===== config.mk =====
export PLATFORM = sky130hd
export DESIGN_NAME = mdu_sequencer
export DESIGN_NICKNAME = d
export VERILOG_FILES = /design/src/rtl/mdu_sequencer.sv
export SDC_FILE = /design/constraint.sdc
export NUM_CORES = 1
export LEC_CHECK = 0
export CAP_MARGIN = 20
export CORE_MARGIN = 2
export CORE_UTILIZATION = 55
export CTS_CLUSTER_DIAMETER = 40
export DETAILED_ROUTE_END_ITERATION = 7
export PLACE_DENSITY = 0.72
export SLEW_MARGIN = 20
export SYNTH_ARGS = -nofsm -noshare
export SYNTH_HDL_FRONTEND = slang
export SYNTH_SLANG_ARGS = --single-unit

===== constraint.sdc =====
create_clock -name clk -period 6.15 [get_ports clk]
set_clock_uncertainty 0.05 [all_clocks]
set_input_delay 0.9225 -clock clk [delete_from_list [all_inputs] [get_ports clk]]
set_output_delay 0.9225 -clock clk [all_outputs]
set_load 0.02 [all_outputs]

===== src/rtl/mdu_sequencer.sv =====
// mdu_sequencer: multi-cycle RV32M multiply/divide unit for the EX stage.
// Multiplication is shift-add and division is restoring, one bit per cycle, on a shared
// 2*XLEN working register. The unit stalls the pipeline while an op is in flight, then
// holds a registered result and pulses done for one cycle.
//
// Ports:
//   clk      rising-edge clock
//   reset_n  asynchronous active-low reset
//   start    EX-stage instruction is an M-extension op
//   funct3   op select: MUL, MULH, MULHSU, MULHU, DIV, DIVU, REM, REMU
//   op_a     rs1 value (forwarded)
//   op_b     rs2 value (forwarded)
//   flush    kill in-flight op
//   stall    freeze PC, IF/ID and ID/EX this cycle
//   done     result valid this cycle (single-cycle pulse)
//   result   rd value, held until the next accepted op completes
module mdu_sequencer #(
   parameter int unsigned XLEN = 32
) (
   input  logic            clk,
   input  logic            reset_n,
   input  logic            start,
   input  logic [2:0]      funct3,
   input  logic [XLEN-1:0] op_a,
   input  logic [XLEN-1:0] op_b,
   input  logic            flush,
   output logic            stall,
   output logic            done,
   output logic [XLEN-1:0] result
);

   localparam logic [1:0] IDLE = 2'd0;
   localparam logic [1:0] CALC = 2'd1;
   localparam logic [1:0] DONE = 2'd2;

   localparam int unsigned CntW = $clog2(XLEN);

   logic [1:0]          state_q, state_d;
   logic [CntW-1:0]     cnt_q, cnt_d;
   logic [2*XLEN-1:0]   acc_q, acc_d;
   logic [XLEN-1:0]     opd_q, opd_d;     // multiplicand or divisor magnitude
   logic [2:0]          f3_q, f3_d;
   logic                neg_q, neg_d;     // negate final value (remainder: dividend sign)
   logic [XLEN-1:0]     result_q, result_d;

   logic                accept;
   logic                is_div, a_signed, b_signed, sa, sb;
   logic [XLEN-1:0]     mag_a, mag_b, fast_res;
   logic                div_zero, ovf, fast;
   logic [XLEN:0]       hi_add, rem_sh, diff;
   logic [2*XLEN-1:0]   mul_step, div_step, step, prod;
   logic [XLEN-1:0]     mul_res, div_res, quo, rem, fin;

   assign accept = start & ~flush & ((state_q == IDLE) | (state_q == DONE));
   assign stall  = reset_n & (accept | ((state_q == CALC) & ~flush));
   assign done   = (state_q == DONE) & ~flush;
   assign result = result_q;

   // Operand preparation for the accept cycle
   always_comb begin
      is_div   = funct3[2];
      a_signed = (funct3 == 3'b001) | (funct3 == 3'b010) | (funct3 == 3'b100) |
                 (funct3 == 3'b110);
      b_signed = (funct3 == 3'b001) | (funct3 == 3'b100) | (funct3 == 3'b110);
      sa       = a_signed & op_a[XLEN-1];
      sb       = b_signed & op_b[XLEN-1];
      mag_a    = sa ? -op_a : op_a;
      mag_b    = sb ? -op_b : op_b;
      div_zero = (op_b == '0);
      ovf      = ((funct3 == 3'b100) | (funct3 == 3'b110)) &
                 (op_a == {1'b1, {(XLEN-1){1'b0}}}) & (&op_b);
      fast     = is_div & (div_zero | ovf);
      if (div_zero) fast_res = funct3[1] ? op_a : '1;
      else          fast_res = funct3[1] ? '0 : op_a;
   end

   // One iteration of the shift-add multiplier or restoring divider
   always_comb begin
      hi_add   = acc_q[0] ? ({1'b0, acc_q[2*XLEN-1:XLEN]} + {1'b0, opd_q})
                          : {1'b0, acc_q[2*XLEN-1:XLEN]};
      mul_step = {hi_add, acc_q[XLEN-1:1]};
      rem_sh   = acc_q[2*XLEN-1:XLEN-1];
      diff     = rem_sh - {1'b0, opd_q};
      div_step = diff[XLEN] ? {rem_sh[XLEN-1:0], acc_q[XLEN-2:0], 1'b0}
                            : {diff[XLEN-1:0], acc_q[XLEN-2:0], 1'b1};
      step     = f3_q[2] ? div_step : mul_step;

      prod     = neg_q ? -step : step;
      mul_res  = (f3_q[1:0] == 2'b00) ? prod[XLEN-1:0] : prod[2*XLEN-1:XLEN];
      quo      = step[XLEN-1:0];
      rem      = step[2*XLEN-1:XLEN];
      if (f3_q[1]) div_res = neg_q ? -rem : rem;
      else         div_res = neg_q ? -quo : quo;
      fin      = f3_q[2] ? div_res : mul_res;
   end

   always_comb begin
      state_d  = state_q;
      cnt_d    = cnt_q;
      acc_d    = acc_q;
      opd_d    = opd_q;
      f3_d     = f3_q;
      neg_d    = neg_q;
      result_d = result_q;
      case (state_q)
         IDLE, DONE: begin
            if (accept) begin
               f3_d  = funct3;
               neg_d = (is_div & funct3[1]) ? sa : (sa ^ sb);
               cnt_d = '0;
               if (fast) begin
                  result_d = fast_res;
                  state_d  = DONE;
               end else begin
                  acc_d   = {{XLEN{1'b0}}, (is_div ? mag_a : mag_b)};
                  opd_d   = is_div ? mag_b : mag_a;
                  state_d = CALC;
               end
            end else begin
               state_d = IDLE;
            end
         end
         CALC: begin
            acc_d = step;
            cnt_d = cnt_q + CntW'(1);
            if (cnt_q == CntW'(XLEN-1)) begin
               result_d = fin;
               state_d  = DONE;
            end
         end
         default: state_d = IDLE;
      endcase
      // Flush kills everything, including a simultaneous start
      if (flush) begin
         state_d  = IDLE;
         result_d = result_q;
      end
   end

   always_ff @(posedge clk or negedge reset_n) begin
      if (!reset_n) begin
         state_q  <= IDLE;
         cnt_q    <= '0;
         acc_q    <= '0;
         opd_q    <= '0;
         f3_q     <= '0;
         neg_q    <= 1'b0;
         result_q <= '0;
      end else begin
         state_q  <= state_d;
         cnt_q    <= cnt_d;
         acc_q    <= acc_d;
         opd_q    <= opd_d;
         f3_q     <= f3_d;
         neg_q    <= neg_d;
         result_q <= result_d;
      end
   end

endmodule


Fig. 1: routed clock nets over the placement
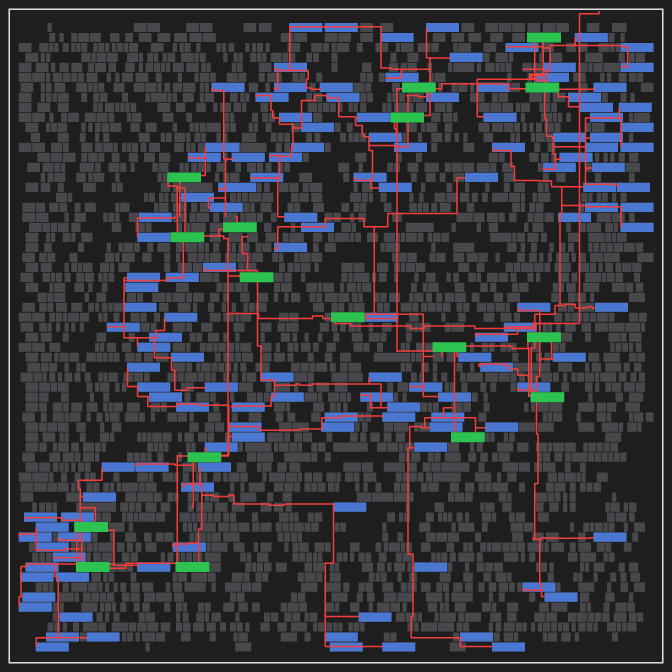
Key: flip-flops = blue [count 139]; clock wires = red [length 2560 um]; clock drivers = green [count 17]
Position of the flops: all over the die.
worst-skew pair later-pin latency: 0.46 ns
clock power share: 0.118
power drawn by the clock network: 1110 uW

Fig. 2: met4 routing
Scale bar: 50 um.
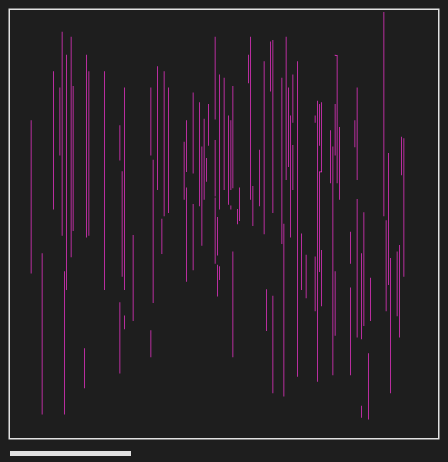
85 nets have wire on it. The longest straight run is 131 um. The layer holds 5.8% of the routed length.
number of vias after detailed routing: 18800
final wirelength: 69.0 mm

==> metrics.csv <==
metric,value,unit
most instantiated library cell after synthesis,nand2_1,
CTS root buf,clkbuf_16,
fraction of final layout cells with drive strength greater than 1,0.0677,
num tapcells,390,
number of nets at the end of the flow,2464,
pin count of the biggest net entering global routing,127,
wire length of the first global-routing pass,103,mm
run status,"complete, no violations",
effective utilization at floorplan,0.558,
largest register by flop count,acc_q,
number of iterations in the first detailed-routing pass,6,
path category of the worst min-delay check,reg -> reg,
Syn Area/Cell,7.18,um2
Synth Seq Share,0.210,
Combinational Power Share,0.711,
capture instance of the worst register-to-register path,result[29]$_DFFE_PN0P_,
Top Layout Cells,"nand2_1 (279), a21oi_1 (227), nor2_1 (220)",
Buffers on Ports,104,
count of routing violations after the opening detailed-route iteration,2659,
# Cells Yosys,2304,
maximum number of buffers from clock root to sink,2,
logic share of the area,0.665,
dominant register cell in the synthesized netlist,dfrtp_1,
Pwr Density,510,mW/mm2
post-placement setup slack,0.581,ns
largest area contributor in the netlist,dfrtp_1,
sequential group power,1600,uW
number of nets at floorplan,2448,
area share of the leading cell type in the synthesized netlist,0.210,
clock-pin slew reported for the worst setup and hold paths after clock tree synthesis,0.08,ns
RSZ-0062 raised after global routing,false,
highest signal layer in the routed design,met5,
number of resized instances in the post-cts repair step,0,
total power draw,9400,uW
number of vias per cell after detailed routing,6.91,
clock tree from TritonCTS,done,
number of library cell types mapped by synthesis,104,
launching element of the worst setup path,acc_q[32]$_DFFE_PN0P_,
hold_ws,0.440,ns
total clock buffers created by CTS,17,
Fig. 3: drive-strength map
Scale bar: 50 um.
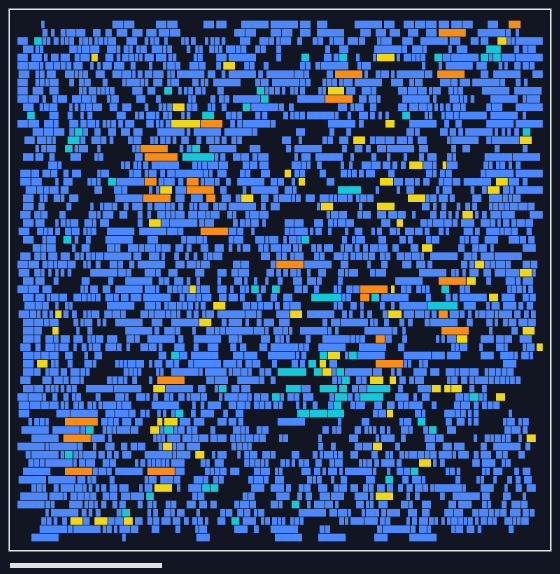
Key: _3 and _4 cells = cyan [cells 65]; _6 and larger = orange [cells 27]; _2 cells = yellow [cells 66]; _0 and _1 cells = blue [cells 2175]
Non-Clock Buffer Count: 147
summed area of non-filler cells in the final layout: 0.0184 mm2
worst-case setup margin in the final layout: 0.312 ns
area added between synthesis and finish: 11.3%

-- logic make-up after synthesis --
logic type | after synthesis | share of synthesized area
DFF | 139 | 0.210
xor gates and xnor gates | 154 | 0.0815
buffers and inverters | 213 | 0.0509
adders and majority gates | 73 | 0.0561
and+or+nand+nor | 844 | 0.244
muxes | 63 | 0.0395
AOI/OAI and AO/OA | 818 | 0.318
-- critical path, delay by kind of cell, from the launching register on --
family          cells  cell delay (ns)
compound gates     10             2.92
simple gates        3             1.66
flops               1             0.52
fa+ha+maj           2             0.51
-- per-layer routing --
metal | vias to the layer above | global-route usage
met1 | 8860 | 0.584
met2 | 1206 | 0.625
met4 | 2 | 0.237
li1 | 8534 | -
met3 | 213 | 0.124
met5 | - | 0
Power is estimated from default activity; no workload was simulated.
